<file path="src/rtl/seg7_pkg.sv">
// Shared definitions for the seven-segment scan driver: the hex glyph table,
// the per-slot data record and small elaboration-time helpers.
package seg7_pkg;

    // Active-high glyphs, bit order {g,f,e,d,c,b,a}, indexed by hex value.
    localparam logic [6:0] SEG_TABLE [16] = '{
        7'h3F, 7'h06, 7'h5B, 7'h4F,
        7'h66, 7'h6D, 7'h7D, 7'h07,
        7'h7F, 7'h6F, 7'h77, 7'h7C,
        7'h39, 7'h5E, 7'h79, 7'h71
    };

    // Everything the currently lit digit needs, frozen at the slot boundary.
    typedef struct packed {
        logic [3:0] nib;
        logic       dp;
        logic       blank;
        logic       sup;
    } slot_t;

    function automatic logic [6:0] hex_to_seg(input logic [3:0] hex);
        return SEG_TABLE[hex];
    endfunction

    // Counter width able to hold 0..slot-1; never narrower than one bit.
    function automatic int cnt_width(input int slot);
        return (slot > 1) ? $clog2(slot) : 1;
    endfunction

endpackage

</file>
<file path="src/rtl/seg7_scan_mux_if.sv">
// Bundle between the board-level logic and the scan driver: display data and
// control in one direction, anode/segment pin drive in the other.
interface seg7_scan_mux_if
    import seg7_pkg::*;
#(
    parameter int DIGITS = 4
);
    logic                  load;
    logic [4*DIGITS-1:0]   value_in;
    logic [DIGITS-1:0]     dp_in;
    logic [DIGITS-1:0]     blank_in;
    logic                  lz_en;
    logic [DIGITS-1:0]     an_out;
    logic [6:0]            seg_out;
    logic                  dp_out;
    logic                  frame_out;

    // Board-level side: supplies display data, observes the pins.
    modport master (
        output load, value_in, dp_in, blank_in, lz_en,
        input  an_out, seg_out, dp_out, frame_out
    );

    // Driver side.
    modport slave (
        input  load, value_in, dp_in, blank_in, lz_en,
        output an_out, seg_out, dp_out, frame_out
    );
endinterface

</file>
<file path="src/rtl/seg7_prescaler.sv">
// Free-running modulo-SLOT counter. Exposes the next count so the parent can
// register outputs that line up with the count value of the same cycle.
module seg7_prescaler
    import seg7_pkg::*;
#(
    parameter int SLOT  = 4,
    parameter int CNT_W = 2
) (
    input  logic             clk,
    input  logic             rst_n,
    output logic [CNT_W-1:0] cnt_nxt,
    output logic             tc
);
    localparam logic [CNT_W-1:0] LAST = CNT_W'(SLOT - 1);

    logic [CNT_W-1:0] cnt_q;
    logic [CNT_W-1:0] cnt_d;

    // Wrap to zero at terminal count, otherwise increment.
    always_comb begin
        tc    = (cnt_q == LAST);
        cnt_d = tc ? '0 : cnt_q + CNT_W'(1);
    end

    // Count register.
    always_ff @(posedge clk or negedge rst_n) begin
        if (!rst_n) begin
            cnt_q <= '0;
        end else begin
            cnt_q <= cnt_d;
        end
    end

    assign cnt_nxt = cnt_d;

endmodule

</file>
<file path="src/rtl/seg7_scan_mux.sv">
// Time-multiplexed N-digit seven-segment driver. Display data is captured
// into shadow registers on load and only transferred to the lit digit at a
// slot boundary, so a mid-slot update never tears the digit being shown.
module seg7_scan_mux
    import seg7_pkg::*;
#(
    parameter int DIGITS     = 4,
    parameter int CLK_HZ     = 50_000_000,
    parameter int SCAN_HZ    = 1000,
    parameter int DEAD_CYC   = 1,
    parameter int ACTIVE_LOW = 1
) (
    input  logic          CLK,
    input  logic          RST_N,
    seg7_scan_mux_if.slave bus
);
    localparam int   SLOT  = CLK_HZ / (SCAN_HZ * DIGITS);
    localparam int   CNT_W = cnt_width(SLOT);
    localparam int   IDX_W = (DIGITS > 1) ? $clog2(DIGITS) : 1;
    localparam logic POL   = (ACTIVE_LOW != 0);

    localparam logic [CNT_W-1:0] DEAD_CNT = CNT_W'(DEAD_CYC);
    localparam logic [IDX_W-1:0] LAST_IDX = IDX_W'(DIGITS - 1);

    if (SLOT < 2) begin : g_bad_slot
        $error("seg7_scan_mux: CLK_HZ/(SCAN_HZ*DIGITS) must be at least 2");
    end
    if (DIGITS < 1 || DIGITS > 8) begin : g_bad_digits
        $error("seg7_scan_mux: DIGITS must be in 1..8");
    end
    if (DEAD_CYC < 0 || DEAD_CYC >= SLOT) begin : g_bad_dead
        $error("seg7_scan_mux: DEAD_CYC must be below the slot length");
    end

    logic [CNT_W-1:0]    cnt_nxt;
    logic                tc;

    logic [4*DIGITS-1:0] val_q,   val_d;
    logic [DIGITS-1:0]   dp_q,    dp_d;
    logic [DIGITS-1:0]   blank_q, blank_d;
    logic [IDX_W-1:0]    idx_q,   idx_d;
    slot_t               slot_q,  slot_d;

    logic [DIGITS-1:0]   an_q,    an_d;
    logic [6:0]          seg_q,   seg_d;
    logic                dpo_q,   dpo_d;
    logic                frame_q, frame_d;

    logic [IDX_W-1:0]    nxt_idx;
    logic [3:0]          nxt_nib;
    logic                nxt_dp;
    logic                nxt_blank;
    logic                hi_zero;
    logic                lit;
    logic                off;
    logic [DIGITS-1:0]   an_hot;

    seg7_prescaler #(
        .SLOT  (SLOT),
        .CNT_W (CNT_W)
    ) u_prescaler (
        .clk     (CLK),
        .rst_n   (RST_N),
        .cnt_nxt (cnt_nxt),
        .tc      (tc)
    );

    // Shadow capture of the host's display data.
    always_comb begin
        val_d   = val_q;
        dp_d    = dp_q;
        blank_d = blank_q;
        if (bus.load) begin
            val_d   = bus.value_in;
            dp_d    = bus.dp_in;
            blank_d = bus.blank_in;
        end
    end

    // Select the upcoming digit and freeze its data at the slot boundary.
    always_comb begin
        nxt_idx   = (idx_q == LAST_IDX) ? '0 : idx_q + IDX_W'(1);
        nxt_nib   = 4'h0;
        nxt_dp    = 1'b0;
        nxt_blank = 1'b0;
        hi_zero   = 1'b1;
        for (int k = 0; k < DIGITS; k++) begin
            if (IDX_W'(k) == nxt_idx) begin
                nxt_nib   = val_q[4*k +: 4];
                nxt_dp    = dp_q[k];
                nxt_blank = blank_q[k];
            end
            // Any non-zero nibble at or above the upcoming digit keeps it lit.
            if (k >= int'(nxt_idx) && val_q[4*k +: 4] != 4'h0) begin
                hi_zero = 1'b0;
            end
        end

        idx_d  = idx_q;
        slot_d = slot_q;
        if (tc) begin
            idx_d        = nxt_idx;
            slot_d.nib   = nxt_nib;
            slot_d.dp    = nxt_dp;
            slot_d.blank = nxt_blank;
            slot_d.sup   = bus.lz_en && (nxt_idx != '0) && hi_zero;
        end
    end

    // Pin values for the cycle ahead; anodes stay dark during the dead time
    // while segments already carry the new digit.
    always_comb begin
        lit    = (cnt_nxt >= DEAD_CNT);
        off    = slot_d.blank | slot_d.sup;
        an_hot = '0;
        for (int k = 0; k < DIGITS; k++) begin
            if (lit && IDX_W'(k) == idx_d) begin
                an_hot[k] = 1'b1;
            end
        end
        an_d    = an_hot ^ {DIGITS{POL}};
        seg_d   = (off ? 7'h00 : hex_to_seg(slot_d.nib)) ^ {7{POL}};
        dpo_d   = (slot_d.dp & ~off) ^ POL;
        frame_d = tc && (nxt_idx == '0);
    end

    // State and output registers; outputs reset to their inactive level.
    always_ff @(posedge CLK or negedge RST_N) begin
        if (!RST_N) begin
            val_q   <= '0;
            dp_q    <= '0;
            blank_q <= '0;
            idx_q   <= '0;
            slot_q  <= '0;
            an_q    <= {DIGITS{POL}};
            seg_q   <= {7{POL}};
            dpo_q   <= POL;
            frame_q <= 1'b0;
        end else begin
            val_q   <= val_d;
            dp_q    <= dp_d;
            blank_q <= blank_d;
            idx_q   <= idx_d;
            slot_q  <= slot_d;
            an_q    <= an_d;
            seg_q   <= seg_d;
            dpo_q   <= dpo_d;
            frame_q <= frame_d;
        end
    end

    assign bus.an_out    = an_q;
    assign bus.seg_out   = seg_q;
    assign bus.dp_out    = dpo_q;
    assign bus.frame_out = frame_q;

endmodule
</file>
<file path="src/flat_wrapper.sv">
// flat-port wrapper written by rule: the top's interface ports become plain ports
module seg7_scan_mux_flat import seg7_pkg::*;
#(
    parameter int DIGITS     = 4,
    parameter int CLK_HZ     = 50_000_000,
    parameter int SCAN_HZ    = 1000,
    parameter int DEAD_CYC   = 1,
    parameter int ACTIVE_LOW = 1
)
  (CLK, RST_N, bus_load, bus_value_in, bus_dp_in, bus_blank_in, bus_lz_en, bus_an_out, bus_seg_out, bus_dp_out, bus_frame_out);
  seg7_scan_mux_if #(.DIGITS(DIGITS)) bus_i ();
  input  logic CLK;
  input  logic RST_N;
  input wire logic [$bits(bus_i.load)-1:0] bus_load;
  input wire logic [$bits(bus_i.value_in)-1:0] bus_value_in;
  input wire logic [$bits(bus_i.dp_in)-1:0] bus_dp_in;
  input wire logic [$bits(bus_i.blank_in)-1:0] bus_blank_in;
  input wire logic [$bits(bus_i.lz_en)-1:0] bus_lz_en;
  output wire logic [$bits(bus_i.an_out)-1:0] bus_an_out;
  output wire logic [$bits(bus_i.seg_out)-1:0] bus_seg_out;
  output wire logic [$bits(bus_i.dp_out)-1:0] bus_dp_out;
  output wire logic [$bits(bus_i.frame_out)-1:0] bus_frame_out;
  assign bus_i.load = bus_load;
  assign bus_i.value_in = bus_value_in;
  assign bus_i.dp_in = bus_dp_in;
  assign bus_i.blank_in = bus_blank_in;
  assign bus_i.lz_en = bus_lz_en;
  assign bus_an_out = bus_i.an_out;
  assign bus_seg_out = bus_i.seg_out;
  assign bus_dp_out = bus_i.dp_out;
  assign bus_frame_out = bus_i.frame_out;
  seg7_scan_mux #(.DIGITS(DIGITS), .CLK_HZ(CLK_HZ), .SCAN_HZ(SCAN_HZ), .DEAD_CYC(DEAD_CYC), .ACTIVE_LOW(ACTIVE_LOW)) u_core (.CLK(CLK), .RST_N(RST_N), .bus(bus_i));
endmodule
</file>
<file path="config.mk">
export PLATFORM = sky130hd
export DESIGN_NAME = seg7_scan_mux_flat
export DESIGN_NICKNAME = d
export VERILOG_FILES = /design/src/rtl/seg7_pkg.sv /design/src/rtl/seg7_scan_mux_if.sv /design/src/rtl/seg7_prescaler.sv /design/src/rtl/seg7_scan_mux.sv /design/src/flat_wrapper.sv
export SDC_FILE = /design/constraint.sdc
export NUM_CORES = 1
export LEC_CHECK = 0
export CORE_MARGIN = 10
export CORE_UTILIZATION = 54
export DETAILED_ROUTE_END_ITERATION = 8
export PLACE_DENSITY = 0.79
export SYNTH_ARGS = -nofsm -noshare
export SYNTH_HDL_FRONTEND = slang
export SYNTH_HIERARCHICAL = 1
export SYNTH_SLANG_ARGS = --single-unit
</file>
<file path="constraint.sdc">
create_clock -name CLK -period 3.8 [get_ports CLK]
set_input_delay 0.76 -clock CLK [delete_from_list [all_inputs] [get_ports CLK]]
set_output_delay 0.76 -clock CLK [all_outputs]
set_load 0.02 [all_outputs]
</file>
**Run 1: sequential cells colored by netlist name**

Scale bar: 20 um. Other sequential cells in the stronger gray, the rest of the logic in the fainter gray.
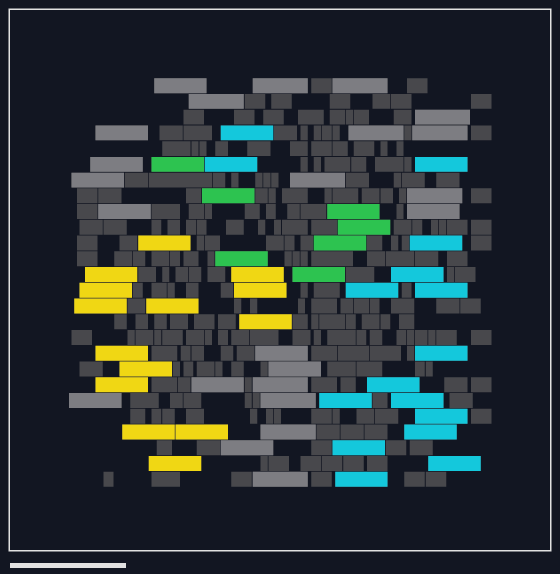
Yellow is u_core/u_prescaler/cnt_q, flops 14. Cyan is u_core/val_q, flops 16. Green is u_core/slot_q, flops 7, where middle.
Another 23 sequential cells are not colored.
flop share of the area: 0.428
register area: 1520 um^2
total sequential power: 683 uW
utilization after layout: 0.685

**Run 1: zoomed window**

Region (3, 50) to (43, 90) um. Cells in gray, sequential cells in the stronger gray; small squares are vias.
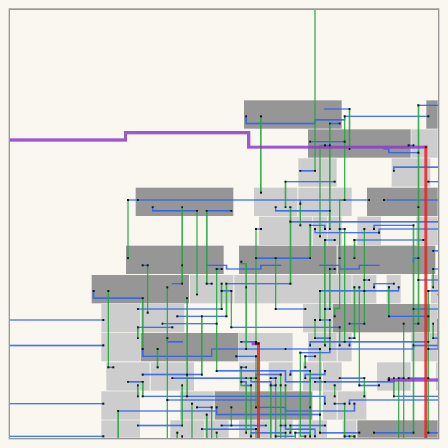
Red is M4. Blue is M1. Purple is M3. Green is M2.
Most frequent: dfrtp_1 (11), clkdlybuf4s50_1 (7), mux2_2 (5). 51 logic cells have their middle in the window. Netlist names of flops here include u_core/dp_q (4), u_core/slot_q (3), u_core/val_q (2). Sequential cells in the window: 12.

**Run 1: routed metal, one color a layer**

Two of the layers only.
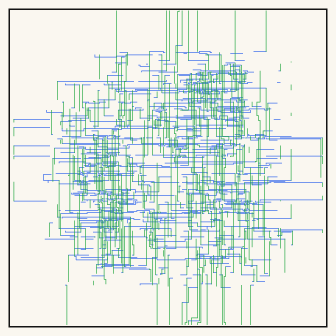
Blue is M1, wire length 2790 um. Green is M2, wire length 3110 um.

**Run 1: clock nets**

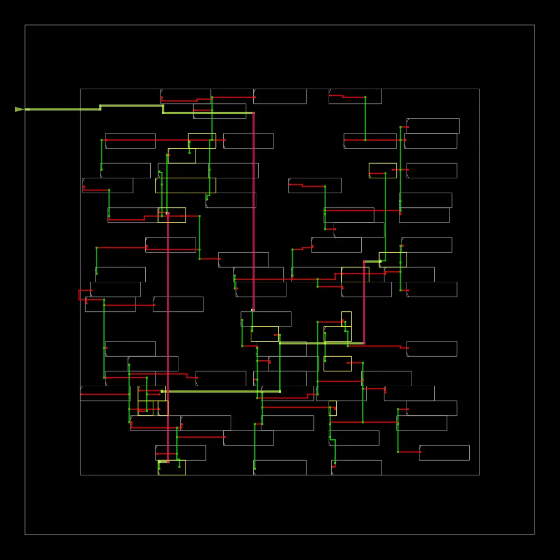
Power Clock: 587 uW
TritonCTS sink count: 60
CLK BUF: 12
clock latency reported for the late side of the worst-skew pair: 0.34 ns
Flops: 60

==> run summary, run 1 <==
The following summarizes the physical implementation.

Critical path
The category of the critical setup timing path is reg2reg. The worst register-to-register path begins at u_core/u_prescaler/cnt_q[0]. The critical path maximum fanout is 14. The slack of the worst reg-to-reg path is around 0.8 ns. The worst path required time is 4.06 ns. The startpoint of the worst setup timing path is u_core/u_prescaler/cnt_q[0]. The worst reg2reg path endpoint is u_core/bus.seg_out[0]. The slowest stage of the critical path is the sky130_fd_sc_hd__o22ai_1 cell. The report lists the cells along the critical path as ha_1 > nor3b_1 > and4_1 > buf_4 > o22ai_1 > inv_1 > ha_1 > or3_1 > o221ai_1 > nand2_1. The kind of end point of the critical path is a register.

The element type at the critical path start is a register. The most used cell along the critical path is sky130_fd_sc_hd__ha_1. The worst endpoint data arrival time is 3.23 ns. The worst register-to-register path has a depth of 10. The destination of the critical timing path is u_core/bus.seg_out[0]. The maximum cell stage delay along the critical path is about 0.47 ns.

Final layout
The relative area change from synthesis to final layout is 22.1%. The net count of the finished layout is approximately 340. Per the final layout report, the fraction of cells sized above drive strength 1 comes to 0.197. The finished cells cover roughly 3500 um^2. The portion of the layout cell area used by non-clock buffers is 0.118. The antenna cell count is 0.

The number of multi-input logic gates is roughly 170. The filler cells instantiated in the layout total roughly 370. The dominant logic cell type in the layout is sky130_fd_sc_hd__dfrtp_1. By area, flip-flops and latches come first. The combinational cell area excluding buffers and inverters is approximately 1300 um^2. The count of cells in the finished layout, fillers not included, comes to 374. In the layout the commonest cells are 48 x sky130_fd_sc_hd__dfrtp_1, 39 x sky130_fd_sc_hd__clkdlybuf4s50_1, 30 x sky130_fd_sc_hd__nand2_1.

Per the layout report, the design carries ~43 non-clock buffers. The fraction of area in multi-input gates is 0.357. The relative area of clock buffers and inverters in the final design is 0.0572. The layout has 15 inverters outside the clock class.

Drt
After detailed routing, the number of vias per cell comes to 5.56. The script logs the mean routed wire length per placed instance as 16.8 um. The detailed router placed between 2000 and 2500 vias in this run. In the per-layer breakdown of the detailed-route log, met1 shows ~2.8 mm. The final routed wirelength across all metal layers is ~6.3 mm. The DRC violation total after the first TritonRoute iteration is between 100 and 150. The length of routed met2 wiring is 3.11 mm.

The highest layer used for signal routing is met4. The routed wire length on met3 is 272 um. In this run the remaining antenna-violating nets after routing total 0. The count of unresolved DRC violations after routing is 0. The detailed-routing iteration count for the pre-antenna-repair pass is 4.

Power
The static leakage is between 1.5 and 2 nW. The clock network power share is 0.431. Combinational cells consume a total of roughly 91 uW. The switching power share of the total is 0.224. The switching power is between 300 and 400 uW. The highest supply drop recorded on VDD is approximately 0.25 mV. The group drawing the most power is sequential cells. The power report attributes to the combinational group a share of 0.067. The internal portion of total power is 1.06 mW. Power comes to 1.36 mW.

The register share of total power is 0.502. The total power per unit cell area is around 380 nW/um^2.

Outcome
The flow ran to the end, and the final reports show no timing, DRC or antenna violations.

Global route
The initial antenna violation count is 0. For this run the aggregate overflow at the end of global routing stands at 0. The first-pass GRT wire length is around 10 mm. The largest net degree at the start of global routing is around 46.

The overall fraction of global-route tracks in use is 0.153. The via count of the first global-routing pass is roughly 2100.

Synth
Yosys reported a register bit count of about 60. For reference, the top logic cell family by area is simple AND/OR/NAND/NOR gates. The number of nets handed over by synthesis was 297. The post-synth design cell area is 2900 um^2. The synthesis run shows the most used standard cells to be 48 x sky130_fd_sc_hd__dfrtp_1, 30 x sky130_fd_sc_hd__nand2_1, 22 x sky130_fd_sc_hd__mux2_2.

The sequential-to-total area share from yosys stat is 0.522. In this run, the synthesized area fraction spent on xor and xnor cells is recorded as 0.0392. The fraction of the mapped netlist area in adder cells is 0.0560. The share of Yosys cell area claimed by the top area cell type is 0.414.

Ranked by total cell area, the synthesized netlist is headed by sky130_fd_sc_hd__dfrtp_1 41%, sky130_fd_sc_hd__dfstp_2 11%, sky130_fd_sc_hd__mux2_2 8.5%. The post-synth tally of flip-flops with integrated enable is 0. In this run, the synthesized area fraction spent on AND-OR/OR-AND gates is recorded as 0.0961.

Averaged over all synthesized cells, the footprint is 11.3 um^2. The cell count after synthesis came out at 256. Per the synthesis report, the number of distinct cell types is just over 50.

Of all cell types, the one taking the most synthesized area is sky130_fd_sc_hd__dfrtp_1. The fraction of registers with async set or reset after synthesis is 1.00. The Yosys chip area is approximately 2900 um^2.

The total cells reported by yosys after synthesis is approximately 260. Of the total synthesized cell area, the portion taken by AND, OR, NAND and NOR gates is 0.155. The flip-flop cell with the highest count after synthesis is sky130_fd_sc_hd__dfrtp_1. The warning tally printed by Yosys for this design is 6. The most instantiated library cell after synthesis is sky130_fd_sc_hd__dfrtp_1. After synthesis, the share of cell area in mux cells is 0.0888.

CTS
The number of instances resized during post-cts repair is 0. In this run, post-CTS hold repair placed 0 buffers. The cell at the root of the clock tree is sky130_fd_sc_hd__clkbuf_8.

The number of CTS-inserted buffers is 9. After clock tree synthesis, the clock-pin slew on the worst setup and hold paths is around 0.070 ns. The longest clock path from root to sink contains 2 buffers. The H-tree was split into 3 levels. The clock tree from TritonCTS is done.

The number of setup buffers added after CTS is 0.

Min path
For hold timing, the worst endpoint is u_core/slot_q[2]. Looking at hold timing, the worst path starts from u_core/slot_q[2]. The report gives the cell count of the worst hold path as 1.

The worst hold path belongs to the class reg2reg.

STA
The number of pins exceeding their max-slew limit in the final report is 0. The final timing summary puts the cycle share of the worst path at 0.783. Setup repair after global routing left no endpoint under its margin. The shortest clock period the worst path allows after layout is about 3 ns.

After layout, the worst setup slack is slightly above 0.8 ns. In the final timing run, aggregate negative setup slack is 0 ns. The worst hold margin is a little under 0.5 ns. The pin slew with the least headroom to its limit is 1.17 ns.

The number of endpoints with negative hold slack in the final report is 0. For this run, the top clock speed supported by timing is roughly 340 MHz. The number of setup violations in the final report is 0. The clock arrives with between 0.008 and 0.009 ns of skew. Checking max transition, the worst relative margin is 0.221.

Placement
The worst slack at placement is between 0.8 and 0.9 ns. Detailed placement finished with a half-perimeter wire length of ~4.6 mm. Per the gpl log, the routability congestion estimate is 0.911. Once placement finished, the instance area stood at 3340 um^2. The number of buffers added on ports is about 40. Once placement completed, the tool counted placed cells totaling between 300 and 400.

Floorplan
The well tap count is roughly 70. According to the floorplan report, the total die area is roughly 8700 um^2. The die is about 93 um wide. The floorplan step set the die height to ~93 um. According to the I/O placement log, the pin count is between 40 and 50. The core utilization before placement is 0.561. Row generation in the floorplan step produced 26 rows. According to the floorplan report, the placeable core area is slightly above 5000 um^2.

Flow run
The number of OpenROAD warnings is 36. The reported max-cap violation count is 0.
run 1: flip-flops by register name (all words and copies together), names as in the netlist:
register and flops:
u_core/blank_q 4, u_core/bus.an_out 4, u_core/bus.dp_out 1, u_core/bus.frame_out 1, u_core/bus.seg_out 7, u_core/dp_q 4, u_core/idx_q 2, u_core/slot_q 7
u_core/u_prescaler/cnt_q 14, u_core/val_q 16
run 1: metal layers:
layer  vias up  track usage
met5         -            0
met4         0       0.0771
met3         7       0.0320
met2        51        0.245
met1      1032        0.190
li1        991            -
run 1: worst max-delay path, delay by kind of cell (launching register included):
family,cells,cell delay [ns]
buf+inv,2,0.43
compound gates,2,0.55
fa+ha+maj,2,0.53
flops,1,0.43
simple gates,4,0.96
**Run 1: wires at chosen ports, followed through buffers**

Scale bar: 20 um.
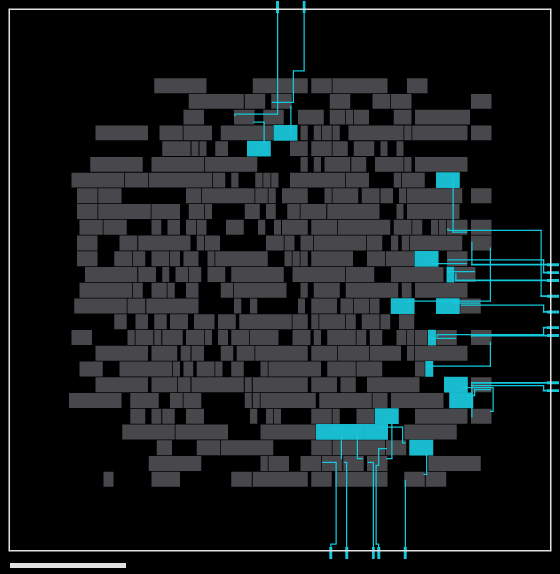

==> run 1 -> run 2 <==
clock period = 3 ns   (was 3.8 ns; I/O delays follow)
**Run 2: wires at chosen ports, followed through buffers**

Scale bar: 20 um.
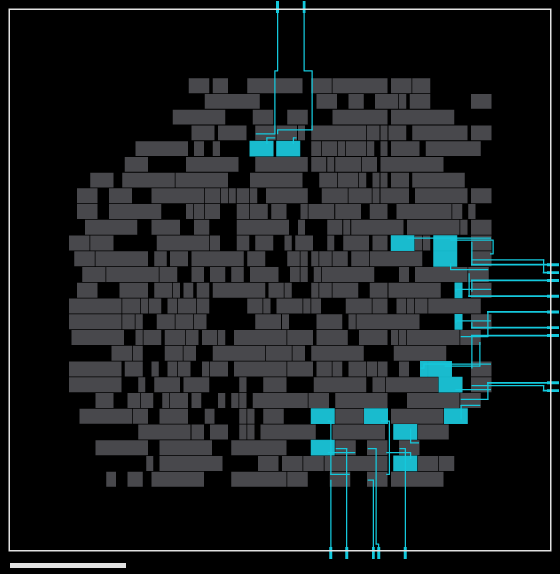
Cyan is bus_value_in, bits 16, direction input, end cells 16, buffers 16, wire 402 um.

==> run 2 against run 1 <==
Register-to-register slack worse by 0.55 ns; clock skew is 0.00053 ns higher; critical path depth is 1 higher; sequential share of layout area is 1.2 points lower; critical path type unchanged.
==> run summary, run 2 <==
The following summarizes the physical implementation.

Power
The group that draws the most power in this run is the clock network. The static leakage was 1.55 nW (+3.4%). The switching power share of the total is 0.192 (-0.0323). The clock network power share was 0.514 (+0.083). The portion of total power attributed to combinational logic came to 0.057 (-0.010).

The register share of total power is 0.429 (-0.073). The total power per unit cell area is 552 nW/um^2 (+44%). The switching power was 387 uW (+27%). The worst ir drop on vdd is 0.351 mV (+39%). The internal portion of total power was 1.63 mW (+54%). The power consumed by sequential cells was 865 uW (+27%).

Critical path
The most critical setup path has its endpoint at u_core/bus.seg_out[0]. The worst path required time is 3.25 ns (-0.81 ns). The worst setup path is launched from a register. The maximum cell stage delay along the critical path is 0.55 ns (+0.08 ns). The slack of the worst reg-to-reg path is 0.27 ns (-0.55 ns). The worst setup path is captured at a register. The worst endpoint data arrival time was 2.97 ns (-0.26 ns). The number of cells on the worst reg-to-reg path is 11 (+1). Looking at the critical path, the single cell with the biggest stage delay is sky130_fd_sc_hd__and4_1.

The startpoint identified for the worst register-to-register timing path is u_core/u_prescaler/cnt_q[0]. The startpoint of the worst setup timing path is u_core/u_prescaler/cnt_q[0]. The number of buffers and inverters on the critical path is 2 (unchanged). The maximum fanout along the worst path is 15 (+1).

Per STA, the worst path accumulates the most delay in the family simple AND/OR/NAND/NOR gates. For reference, the most critical setup path is categorized as reg2reg. The total stage count of the critical path came to 11 (+1).

For reference, the critical path cell chain is ha_1 > nor3b_1 > and4_1 > nand2_1 > o22ai_1 > buf_4 > inv_1 > ha_1 > or3_1 > o221ai_1 > nand2_1.

Synth
The area fraction in compound gates was 0.0961 (unchanged). The Yosys chip area came to 2900 um^2 (unchanged). The flip-flop cell with the highest count after synthesis is sky130_fd_sc_hd__dfrtp_1.

The net count entering floorplan is 297 (unchanged). The count of cell types in the netlist was 51 (unchanged). The per-instance average area after synthesis is 11.3 um^2 (unchanged). The mux contribution to synthesized area is 0.0888 (unchanged).

The warning count from the yosys run is 6 (unchanged). The count of mapped cells out of synthesis is 256 (unchanged). The post-synth tally of flip-flops with integrated enable is 0 (unchanged). The largest total area in the synthesized netlist belongs to sky130_fd_sc_hd__dfrtp_1.

The post-synth design cell area is 2900 um^2 (unchanged). The fraction of the mapped netlist area in adder cells was 0.0560 (unchanged). In the post-synthesis netlist, the cell with the most instances is sky130_fd_sc_hd__dfrtp_1.

The number of synthesized register bits came to 60 (unchanged). The synthesized-area fraction occupied by xor and xnor cells is 0.0392 (unchanged). By area, the combinational part of the netlist is dominated by simple AND/OR/NAND/NOR gates. The fraction of registers with async set or reset after synthesis is 1.00 (unchanged).

The share of Yosys cell area claimed by the top area cell type is 0.414 (unchanged). The sequential-to-total area share from yosys stat is 0.522 (unchanged). For reference, the top cells by area after synthesis are sky130_fd_sc_hd__dfrtp_1 41%, sky130_fd_sc_hd__dfstp_2 11%, sky130_fd_sc_hd__mux2_2 8.5%. The total cells reported by yosys after synthesis is 256 (unchanged). The synthesized-area fraction occupied by and/or/nand/nor cells came to 0.155 (unchanged). The synthesis run shows the most used standard cells to be 48 x sky130_fd_sc_hd__dfrtp_1, 30 x sky130_fd_sc_hd__nand2_1, 22 x sky130_fd_sc_hd__mux2_2.

STA
The post-route setup TNS came to 0 ns (unchanged). The shortest clock period the worst path allows after layout is 2.73 ns (-0.250 ns). The number of pins exceeding their max-slew limit in the final report was 0 (unchanged). The worst max-slew margin expressed relative to the limit is 0.517 (+0.296). The part of the cycle the worst path needs came to 0.909 (+0.126).

The number of endpoints with negative hold slack in the final report came to 0 (unchanged). The number of setup violations in the final report is 0 (unchanged). The pin slew with the least headroom to its limit came to 0.725 ns (-0.440 ns).

The worst hold margin came to 0.402 ns (-0.0895 ns). The setup slack of the critical path after layout was 0.273 ns (-0.550 ns). The highest achievable clock rate is 367 MHz (+9.2%). Setup repair after global routing left no endpoint under its margin.

Final layout
The number of fill cells in the layout was 360 (-3.0%). The combinational cell area excluding buffers and inverters is 1260 um^2 (unchanged). The area growth from synthesis to layout is 25.8%. The proportion of cell area occupied by registers is 0.415 (-0.0125). The final layout net count came to 343 (+0.88%).

The number of multi-input logic gates is 170 (unchanged). The largest register by flop count is u_core/val_q. The layout cell share with drive strength beyond 1 is 0.208 (+0.0111). The antenna cell count is 0 (unchanged). The sequential cell area is 1520 um^2 (unchanged). The number of flip-flops under the largest register name is 16 (unchanged).

The relative area of clock buffers and inverters in the final design is 0.0785 (+0.0213). The number of flip-flops and latches is 60 (unchanged). The number of signal-net inverters in the final layout is 15 (unchanged). The dominant logic cell type in the layout is sky130_fd_sc_hd__dfrtp_1. Looking at the area split, the leading class of cells is flip-flops and latches. In the layout the commonest cells are 48 x sky130_fd_sc_hd__dfrtp_1, 39 x sky130_fd_sc_hd__clkdlybuf4s50_1, 30 x sky130_fd_sc_hd__nand2_1. The fraction of area in multi-input gates is 0.346 (-0.0104).

The portion of the layout cell area used by non-clock buffers is 0.121 (+0.00273). The final design instance area without fill is 3650 um^2 (+3.0%). The non-clock buffer instance count of the final layout is 46 (+7.0%). The clock tree buffer count of the final layout is 9 (-3).

The registers reported with the highest flop counts are u_core/val_q x16, u_core/u_prescaler/cnt_q x14.

Drt
The detailed-routing iteration count for the pre-antenna-repair pass is 4 (unchanged). The number of nets with antenna violations after routing was 0 (unchanged). The mean number of vias per cell was 5.54 (-0.41%). The count of unresolved DRC violations after routing is 0 (unchanged). The DRC violation total after the first TritonRoute iteration is 140 (+14%). The mean routed wirelength per cell was 16.6 um (-1.0%). The final routed wirelength across all metal layers is 6.25 mm (-0.24%). The total vias in the final route is 2089 (+0.38%).

Placement
The post-placement cell area came to 3360 um^2 (+0.67%). The routability congestion estimate is 0.844 (-7.4%). The number of buffers added on ports was 40 (unchanged).

The final HPWL from detailed placement is 4.33 mm (-5.1%). The worst slack at placement is 0.337 ns (-0.531 ns).

Flow run
The reported max-cap violation count came to 0 (unchanged). The number of OpenROAD warnings is 36 (unchanged).

Floorplan
The well tap count came to 70 (unchanged). The core utilization before placement is 0.561 (unchanged). The number of placement rows was 26 (unchanged). The die boundary height is 93.3 um (unchanged). The overall die width is 93.3 um (unchanged). The area enclosed by the die boundary is 8710 um^2 (unchanged). The core outline area was 5170 um^2 (unchanged). The I/O pin count is 41 (unchanged).

CTS
The level count of the clock H-tree is 3 (unchanged). TritonCTS built the clock tree. The number of buffers on the longest clock path came to 2 (unchanged). The number of instances resized during post-cts repair is 0 (unchanged). The cell at the root of the clock tree is sky130_fd_sc_hd__clkbuf_8.

The post-CTS setup buffer count is 0 (unchanged). The clock insertion delay at the later pin of the skew report was 0.34 ns (about the same). The clock-pin slew reported for the worst setup and hold paths after clock tree synthesis was 0.06 ns (about the same). The number of buffers inserted by hold repair at cts came to 0 (unchanged). The CTS sink count came to 60 (unchanged).

Global route
The largest net degree at the start of global routing is 61 (+33%). The first-pass GRT wire length is 10.9 mm (+4.2%). The overall fraction of global-route tracks in use is 0.159 (+0.00597). The via count of the first global-routing pass is 2204 (+5.1%). The initial antenna violation count is 0 (unchanged).

The final global-route overflow total is 0 (unchanged).

Min path
The tightest min-delay check is of the in2async type.

Outcome
The run finished with clean final reports.
**Run 2: clock nets**

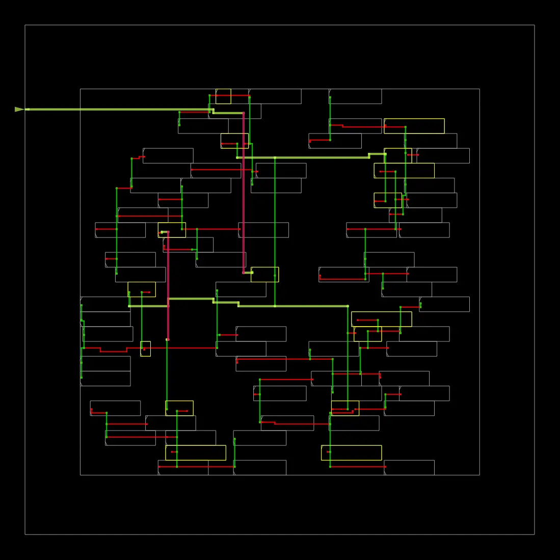
largest clock skew in the final design: 0.00858 ns
total CTS buffers: 9
Power Clock: 1.04 mW

## run 2: per-stage QoR
stage                     power [mW]  utilization  std cells
after global routing            2.09        0.706        377
after global placement         0.991        0.650        361
after CTS                       2.04        0.706        377
after detailed placement       0.994        0.650        361
after floorplan                0.925            -        256
final                           2.01        0.706        377
## run 2: kinds of logic (layout without fill, tap and decap cells)
logic type | count (synthesis) | after routing
simple gates | 85 | 85
flops | 60 | 60
compound gates | 36 | 36
buf+inv | 26 | 77
mux | 23 | 23
fa+ha+maj | 13 | 13
xor+xnor | 13 | 13
## run 2: layer usage
metal / GRT usage / up-vias / part of all wire
met4: 0.0758 / 0 / 0.015
met1: 0.189 / 1032 / 0.44
met3: 0.0488 / 9 / 0.050
li1: - / 996 / -
met2: 0.255 / 52 / 0.49
met5: 0 / - / 0
==> run 2 -> run 3 <==
CTS_CLUSTER_DIAMETER = 30   (was default)
**Run 3: clock nets**

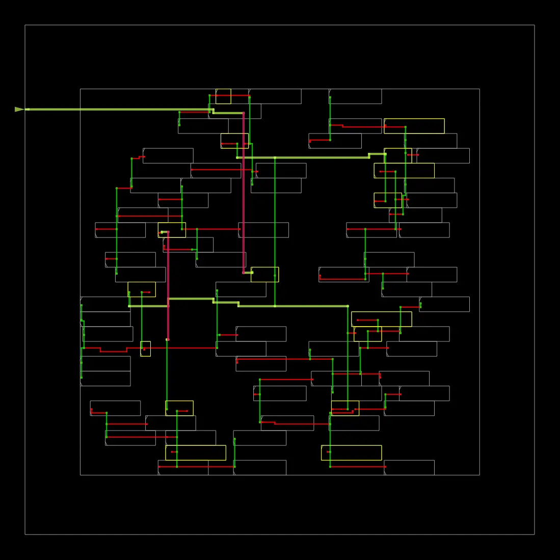
CLK BUF: 9

==> run 3 against run 2 <==
Clock skew is the same; largest cell class unchanged; sequential power is essentially flat; die area is the same; critical endpoint unchanged; total power is the same; non-clock buffer count is the same.
==> run summary, run 3 <==
The following summarizes the physical implementation.

Outcome
The run finished with clean final reports.

Critical path
The worst setup path is launched from a register. OpenSTA lists the critical path startpoint as u_core/u_prescaler/cnt_q[0]. The category of the critical setup timing path is reg2reg. The worst setup path is captured at a register. The critical path goes through ha_1 > nor3b_1 > and4_1 > nand2_1 > o22ai_1 > buf_4 > inv_1 > ha_1 > or3_1 > o221ai_1 > nand2_1. The number of buffers and inverters on the critical path is 2 (unchanged). The destination of the critical timing path is u_core/bus.seg_out[0].

The worst endpoint data arrival time came to 2.97 ns (about the same). The worst path required time came to 3.25 ns (about the same). The number of cells on the worst reg-to-reg path is 11 (unchanged). The total stage count of the critical path was 11 (unchanged). The worst reg2reg path endpoint is u_core/bus.seg_out[0].

The cell with the biggest individual delay on the critical path is sky130_fd_sc_hd__and4_1. In this run the critical register-to-register path is launched from u_core/u_prescaler/cnt_q[0]. The maximum fanout along the worst path is 15 (unchanged).

The kind of cell with the highest combined delay on the critical path is simple AND/OR/NAND/NOR gates. The maximum cell stage delay along the critical path came to 0.55 ns (about the same). The slack of the worst reg-to-reg path is 0.27 ns (about the same).

Drt
The DRC violation total after the first TritonRoute iteration was 140 (unchanged). The number of nets with antenna violations after routing was 0 (unchanged). The mean number of vias per cell was 5.54 (unchanged). The highest layer used for signal routing is met4. The length of routed met2 wiring is 3.09 mm (unchanged).

The final routed wirelength across all metal layers was 6.25 mm (unchanged). The routed wire length on met3 is 311 um (unchanged). The detailed-routing iteration count for the pre-antenna-repair pass was 4 (unchanged). The total vias in the final route is 2089 (unchanged). The count of unresolved DRC violations after routing came to 0 (unchanged).

The mean routed wirelength per cell is 16.6 um (unchanged). The met1 wire length is 2.75 mm (unchanged).

CTS
The clock tree from TritonCTS is done. The clock insertion delay at the later pin of the skew report is 0.34 ns (about the same). The level count of the clock H-tree came to 3 (unchanged).

The number of buffers on the longest clock path is 2 (unchanged). The CTS sink count is 60 (unchanged). Per the CTS log, the root buffer master is sky130_fd_sc_hd__clkbuf_8.

The number of buffers inserted by hold repair at cts is 0 (unchanged). The number of instances resized during post-cts repair came to 0 (unchanged). The clock-pin slew reported for the worst setup and hold paths after clock tree synthesis is 0.06 ns (about the same). The post-CTS setup buffer count is 0 (unchanged). The number of CTS-inserted buffers came to 9 (unchanged).

Final layout
In the final layout, the registers with the most flip-flops are u_core/val_q x16, u_core/u_prescaler/cnt_q x14. The antenna cell count is 0 (unchanged). The relative area change from synthesis to final layout came to 25.8% (unchanged). The largest register by flop count is u_core/val_q. The final design instance area without fill is 3650 um^2 (unchanged). The dominant logic cell type in the layout is sky130_fd_sc_hd__dfrtp_1.

The number of flip-flops under the largest register name is 16 (unchanged). Per the cell usage report, the commonest logic cells after layout are 48 x sky130_fd_sc_hd__dfrtp_1, 39 x sky130_fd_sc_hd__clkdlybuf4s50_1, 30 x sky130_fd_sc_hd__nand2_1. The final layout net count is 343 (unchanged). The layout cell share with drive strength beyond 1 is 0.208 (unchanged). The share of the core filled with cells is 0.706 (unchanged). The count of placed standard cells in the final layout, fillers left out was 377 (unchanged).

Global route
The via count of the first global-routing pass is 2204 (unchanged). The overall fraction of global-route tracks in use is 0.159 (unchanged). The first-pass GRT wire length is 10.9 mm (unchanged). The final global-route overflow total is 0 (unchanged).

The initial antenna violation count is 0 (unchanged). The largest net degree at the start of global routing is 61 (unchanged).

Synth
The fraction of the mapped netlist area in adder cells is 0.0560 (unchanged). For this run the top cell type by instance count after synthesis was sky130_fd_sc_hd__dfrtp_1. The mux contribution to synthesized area is 0.0888 (unchanged). The synthesized-area fraction occupied by xor and xnor cells was 0.0392 (unchanged). The dominant cell type by area after synthesis is sky130_fd_sc_hd__dfrtp_1. The total cells reported by yosys after synthesis is 256 (unchanged). The share of Yosys cell area claimed by the top area cell type is 0.414 (unchanged). The post-synth design cell area is 2900 um^2 (unchanged). The net count entering floorplan is 297 (unchanged).

The count of mapped cells out of synthesis is 256 (unchanged). The per-instance average area after synthesis is 11.3 um^2 (unchanged). The number of synthesized register bits is 60 (unchanged). Ranked by total cell area, the synthesized netlist is headed by sky130_fd_sc_hd__dfrtp_1 41%, sky130_fd_sc_hd__dfstp_2 11%, sky130_fd_sc_hd__mux2_2 8.5%. The most used flip-flop cell after synthesis is sky130_fd_sc_hd__dfrtp_1. The post-synth tally of flip-flops with integrated enable is 0 (unchanged). Ranked by instance count, the synthesized netlist is headed by 48 x sky130_fd_sc_hd__dfrtp_1, 30 x sky130_fd_sc_hd__nand2_1, 22 x sky130_fd_sc_hd__mux2_2.

The area fraction in compound gates came to 0.0961 (unchanged). The synthesized-area fraction occupied by and/or/nand/nor cells is 0.155 (unchanged). The count of cell types in the netlist is 51 (unchanged). The fraction of registers with async set or reset after synthesis is 1.00 (unchanged). The warning count from the yosys run was 6 (unchanged). The sequential-to-total area share from yosys stat was 0.522 (unchanged). Grouping non-sequential cells by family puts the most area in simple AND/OR/NAND/NOR gates. The Yosys chip area is 2900 um^2 (unchanged).

Min path
The type recorded for the worst min-delay path is in2async.

Floorplan
The overall die width is 93.3 um (unchanged). The number of placement rows is 26 (unchanged). The die boundary height came to 93.3 um (unchanged). The area enclosed by the die boundary was 8710 um^2 (unchanged).

The core outline area is 5170 um^2 (unchanged). The core utilization before placement is 0.561 (unchanged).

STA
The highest achievable clock rate is 367 MHz (unchanged). The worst hold margin is 0.402 ns (unchanged). The number of setup violations in the final report came to 0 (unchanged). The number of pins exceeding their max-slew limit in the final report is 0 (unchanged). The post-route setup TNS is 0 ns (unchanged).

The maximum clock skew at final layout was 0.00858 ns (unchanged). The worst max-slew margin expressed relative to the limit is 0.517 (unchanged). The number of endpoints with negative hold slack in the final report is 0 (unchanged).

The setup slack of the critical path after layout is 0.273 ns (unchanged). The shortest clock period the worst path allows after layout is 2.73 ns (unchanged). The part of the cycle the worst path needs is 0.909 (unchanged). Setup repair after global routing left no endpoint under its margin. The pin slew with the least headroom to its limit is 0.725 ns (unchanged).

Power
The total power per unit cell area is 552 nW/um^2 (unchanged). The portion of total power attributed to combinational logic is 0.057 (about the same). The clock network power share was 0.514 (about the same).

The overall power consumption came to 2.01 mW (unchanged). The group drawing the most power is the clock network. The internal portion of total power is 1.63 mW (unchanged). The worst ir drop on vdd is 0.351 mV (unchanged). The switching power is 387 uW (unchanged). The power consumed by sequential cells is 865 uW (about the same). The static leakage is 1.55 nW (unchanged).

The register share of total power came to 0.429 (about the same). The power consumed by the clock network was 1.04 mW (about the same). The combinational cell power is approximately 120 uW.

The switching power share of the total is 0.192 (unchanged).

Flow run
The number of OpenROAD warnings was 36 (unchanged). The reported max-cap violation count is 0 (unchanged).

Placement
The routability congestion estimate came to 0.844 (unchanged). The final HPWL from detailed placement came to 4.33 mm (unchanged). The total instance count after detailed placement is 361 (unchanged).

The post-placement cell area came to 3360 um^2 (unchanged). The worst slack at placement is 0.337 ns (unchanged).
**Run 3: wires at chosen ports, followed through buffers**

Scale bar: 20 um.
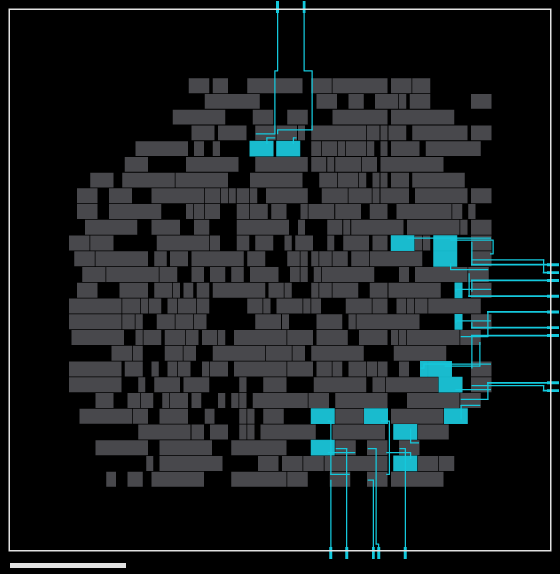
Cyan is bus_value_in, bits 16, direction input, end cells 16, buffers 16, wire 402 um.
count of buffers from port buffering: 40
total I/O pin count: 41

## run 3: routing by layer
layer | vias to the layer above | global-route usage
met5 | - | 0
li1 | 996 | -
met2 | 52 | 0.255
met1 | 1032 | 0.189
met4 | 0 | 0.0758
met3 | 9 | 0.0488
## run 3: cell type report
type	instances	area, um^2
Fill cell	360	1520
Sequential cell	60	1520
Clock buffer	9	124
Timing Repair Buffer	46	440
Inverter	15	56.3
Multi-Input combinational cell	170	1260
Clock inverter	7	163
Tap cell	70	87.6
## run 3: logic make-up after synthesis
group           Yosys count
xor+xnor                 13
simple gates             85
mux                      23
compound gates           36
fa+ha+maj                13
flops                    60
buf+inv                  26
No activity file was given, so power comes from the tool's default toggle rates.
